Figure 1. Clock routing.
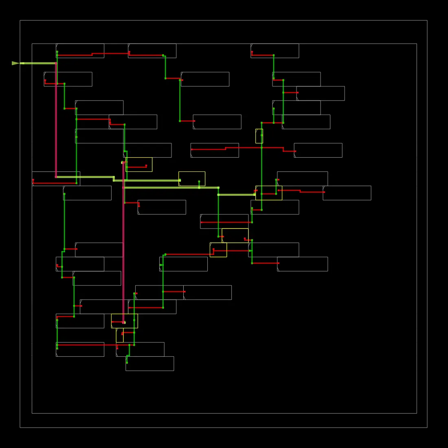
Figure 2. Layout detail.
The bar under the picture is 20 um long. Region (14, 28) to (64, 78) um. Cells in grey, sequential cells in the stronger grey; small squares are vias.
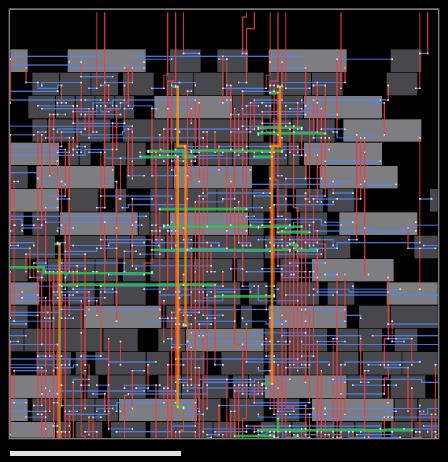
Figure 3. Sequential cells grouped by signal name.
The bar under the picture is 20 um long.
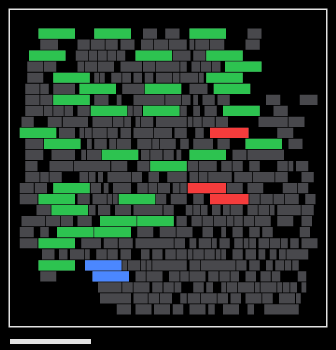
### src/rtl/multicycle_control.sv
// Multi-cycle RV32I sequencer: walks IDLE/FETCH/DECODE/EXECUTE/MEM/WRITEBACK,
// owns the shared memory port, counts retired instructions and halts on faults.
// Ports: clk, rst (async, active-high); opcode, branch_taken, mem_ready in;
//   mem_req/mem_we/mem_addr_sel, ir/mdr/pc write, pc_src, alu_a/b_sel,
//   reg_write, wb_sel, state, halted, fault, instret out.
// Option: define CTRL_TIMEOUT_EN to build the memory-wait timeout (fault=10).
module multicycle_control #(
    parameter int TIMEOUT_CYCLES = 15,
    parameter int INSTRET_W      = 32
) (
    input  logic                 clk,
    input  logic                 rst,
    input  logic [6:0]           opcode,
    input  logic                 branch_taken,
    input  logic                 mem_ready,
    output logic                 mem_req,
    output logic                 mem_we,
    output logic                 mem_addr_sel,
    output logic                 ir_write,
    output logic                 mdr_write,
    output logic                 pc_write,
    output logic [1:0]           pc_src,
    output logic                 alu_a_sel,
    output logic                 alu_b_sel,
    output logic                 reg_write,
    output logic [1:0]           wb_sel,
    output logic [2:0]           state,
    output logic                 halted,
    output logic [1:0]           fault,
    output logic [INSTRET_W-1:0] instret
);

    typedef enum logic [2:0] {
        S_IDLE  = 3'd0,
        S_FETCH = 3'd1,
        S_DEC   = 3'd2,
        S_EXE   = 3'd3,
        S_MEM   = 3'd4,
        S_WB    = 3'd5,
        S_HALT  = 3'd6
    } state_t;

    state_t                r_state, w_next;
    logic [1:0]            r_fault, w_fault_next;
    logic [INSTRET_W-1:0]  r_instret;
    logic                  w_retire;
    logic                  w_req;
    logic                  w_timeout;

    logic w_lui, w_auipc, w_jal, w_jalr, w_br;
    logic w_load, w_store, w_opimm, w_op, w_fence, w_sys;
    logic w_legal;

    assign w_lui   = (opcode == 7'b0110111);
    assign w_auipc = (opcode == 7'b0010111);
    assign w_jal   = (opcode == 7'b1101111);
    assign w_jalr  = (opcode == 7'b1100111);
    assign w_br    = (opcode == 7'b1100011);
    assign w_load  = (opcode == 7'b0000011);
    assign w_store = (opcode == 7'b0100011);
    assign w_opimm = (opcode == 7'b0010011);
    assign w_op    = (opcode == 7'b0110011);
    assign w_fence = (opcode == 7'b0001111);
    assign w_sys   = (opcode == 7'b1110011);
    assign w_legal = w_lui | w_auipc | w_jal | w_jalr | w_br | w_load |
                     w_store | w_opimm | w_op | w_fence | w_sys;

`ifdef CTRL_TIMEOUT_EN
    localparam int CW = $clog2(TIMEOUT_CYCLES + 1);
    localparam logic [CW-1:0] LIMIT = CW'(TIMEOUT_CYCLES - 1);

    logic [CW-1:0] r_wait;

    // Any cycle that is not an unanswered request resets the count, so
    // the counter is always zero on entry to FETCH or MEM.
    always_ff @(posedge clk or posedge rst) begin
        if (rst)
            r_wait <= '0;
        else if (w_req && !mem_ready)
            r_wait <= r_wait + 1'b1;
        else
            r_wait <= '0;
    end

    // True in the waiting cycle that brings the count to the limit.
    assign w_timeout = (r_wait == LIMIT);
`else
    assign w_timeout = 1'b0;
`endif

    always_ff @(posedge clk or posedge rst) begin
        if (rst) begin
            r_state   <= S_IDLE;
            r_fault   <= 2'b00;
            r_instret <= '0;
        end else begin
            r_state <= w_next;
            r_fault <= w_fault_next;
            if (w_retire)
                r_instret <= r_instret + 1'b1;
        end
    end

    always_comb begin
        w_next       = r_state;
        w_fault_next = r_fault;
        w_retire     = 1'b0;
        w_req        = 1'b0;
        mem_we       = 1'b0;
        mem_addr_sel = 1'b0;
        ir_write     = 1'b0;
        mdr_write    = 1'b0;
        pc_write     = 1'b0;
        pc_src       = 2'b00;
        alu_a_sel    = 1'b0;
        alu_b_sel    = 1'b0;
        reg_write    = 1'b0;
        wb_sel       = 2'b00;
        halted       = 1'b0;
        unique case (r_state)
            S_IDLE: w_next = S_FETCH;
            S_FETCH: begin
                w_req = 1'b1;
                if (mem_ready) begin
                    ir_write = 1'b1;
                    w_next   = S_DEC;
                end else if (w_timeout) begin
                    w_next       = S_HALT;
                    w_fault_next = 2'b10;
                end
            end
            S_DEC: begin
                if (w_legal) begin
                    w_next = S_EXE;
                end else begin
                    w_next       = S_HALT;
                    w_fault_next = 2'b01;
                end
            end
            S_EXE: begin
                unique case (1'b1)
                    w_op, w_lui, w_jal: w_next = S_WB;
                    w_opimm, w_jalr: begin
                        alu_b_sel = 1'b1;
                        w_next    = S_WB;
                    end
                    w_auipc: begin
                        alu_a_sel = 1'b1;
                        alu_b_sel = 1'b1;
                        w_next    = S_WB;
                    end
                    w_load, w_store: begin
                        alu_b_sel = 1'b1;
                        w_next    = S_MEM;
                    end
                    w_br: begin
                        pc_write = 1'b1;
                        pc_src   = branch_taken ? 2'b01 : 2'b00;
                        w_retire = 1'b1;
                        w_next   = S_FETCH;
                    end
                    w_fence: begin
                        pc_write = 1'b1;
                        w_retire = 1'b1;
                        w_next   = S_FETCH;
                    end
                    w_sys: begin
                        w_next       = S_HALT;
                        w_fault_next = 2'b11;
                    end
                    default: w_next = S_HALT;
                endcase
            end
            S_MEM: begin
                w_req        = 1'b1;
                mem_addr_sel = 1'b1;
                alu_b_sel    = 1'b1;
                mem_we       = w_store;
                if (mem_ready) begin
                    if (w_store) begin
                        pc_write = 1'b1;
                        w_retire = 1'b1;
                        w_next   = S_FETCH;
                    end else begin
                        mdr_write = 1'b1;
                        w_next    = S_WB;
                    end
                end else if (w_timeout) begin
                    w_next       = S_HALT;
                    w_fault_next = 2'b10;
                end
            end
            S_WB: begin
                reg_write = 1'b1;
                pc_write  = 1'b1;
                w_retire  = 1'b1;
                w_next    = S_FETCH;
                if (w_lui)
                    wb_sel = 2'b11;
                else if (w_load)
                    wb_sel = 2'b01;
                else if (w_jal || w_jalr)
                    wb_sel = 2'b10;
                if (w_jal)
                    pc_src = 2'b01;
                else if (w_jalr)
                    pc_src = 2'b10;
            end
            S_HALT: halted = 1'b1;
            default: w_next = S_HALT;
        endcase
    end

    // Reset is asynchronous, so the request is gated directly by it.
    assign mem_req = w_req & ~rst;
    assign state   = r_state;
    assign fault   = r_fault;
    assign instret = r_instret;

endmodule

### config.mk
export PLATFORM = sky130hd
export DESIGN_NAME = multicycle_control
export DESIGN_NICKNAME = d
export VERILOG_FILES = /design/src/rtl/multicycle_control.sv
export SDC_FILE = /design/constraint.sdc
export NUM_CORES = 1
export LEC_CHECK = 0
export ABC_CLOCK_PERIOD_IN_PS = 1900
export CORE_MARGIN = 2
export CORE_UTILIZATION = 40
export DETAILED_ROUTE_END_ITERATION = 16
export PLACE_DENSITY = 0.72
export SLEW_MARGIN = 20
export SYNTH_ARGS = -nofsm -noshare
export SYNTH_HDL_FRONTEND = slang
export SYNTH_SLANG_ARGS = --single-unit
### constraint.sdc
create_clock -name clk -period 1.9 [get_ports clk]
set_clock_uncertainty 0.05 [all_clocks]
set_input_delay 0.38 -clock clk [delete_from_list [all_inputs] [get_ports clk]]
set_output_delay 0.38 -clock clk [all_outputs]
set_load 0.03 [all_outputs]
==> run notes <==
fresh numbers from the pnr run: Most common cell on crit path buf_6, Worst-Margin Slew 0.3487 ns, EDFF count, synth 0, GR Layer Usage met3 under 10%, syn_area_per_cell 9.709 um^2, Die ar. 6068 um^2, Distinct cells, synth around 46, fin crit period ~2.2 ns, RSZ-0062 raised after global routing yes, Die X-Extent 77.90 um, OpenROAD warnings 29, comb area leader simple AND/OR/NAND/NOR gates, yosys adder share 0.5727%, crit path cell chain buf_6, nand3b_1, buf_4, o22a_1, nor3_4, buf_6, hold buffers post-CTS 0, IO Port Bufs between 60 and 70, violated checks negative setup slack, final worst setup slack -0.2833 ns, final setup fails 22, sequential power share 32.8%, Area Overhead vs Synth 76.52%, dpl cells between 300 and 400, Placed Area 3219 um^2, endpoint class of the critical path primary output, Startpoint Class flop, Clock power frac 20.0%, FF-to-FF End instret[26], DIE HEIGHT 77.90 um, FMAX between 0.4 and 0.5 GHz, status finished, violations left
About Figure 1:
CTS buffer count: 5
clk latency late pin: 0.29 ns

About Figure 2:
| layer | colour |
|---|---|
| met2 | red |
| met3 | green |
| met4 | orange |
| met1 | blue |
cells with their middle in the window: 173
netlist names of flops here include: instret (21), state (3)
most frequent: dfrtp_1 (21), buf_4 (19), xnor2_1 (14)
sequential cells in the window: 24

About Figure 3:
| netlist name | colour | placed flops |
|---|---|---|
| state | red | 3 |
| fault | blue | 2 |
| instret | green | 32 |
Final Core Density: 74.09%
P_seq: 0.895 mW

## placed cells by master (no fill, tap or decap), types with 6 or more instances in the layout
cell	count
buf_4	60
dfrtp_1	34
clkdlybuf4s50_1	26
buf_6	26
xnor2_1	22
nand4_1	17
nand2_1	14
nand3_1	13
dlymetal6s2s_1	10
nor2_1	9
inv_1	8
a21oi_1	7
and3_1	6
o21ai_0	6
## flip-flops by register name, indices dropped and copies added, names as in the netlist
signal	cells
fault	2
state	3
instret	32
## final cells by class
class,instances,area share [%]
repair buffers,139,34.49
clock inverters,1,0.2271
flip-flops and latches,37,24.11
inverters,11,1.201
clock buffers,7,1.979
well taps,70,2.271
multi-input cells,167,35.72
## critical path, delay by kind of cell (launching register included)
family	cells	cell delay, ns
buf+inv	3	0.45
flops	1	0.41
simple gates	2	0.40
compound gates	1	0.20
No activity file was given, so power comes from the tool's default toggle rates.
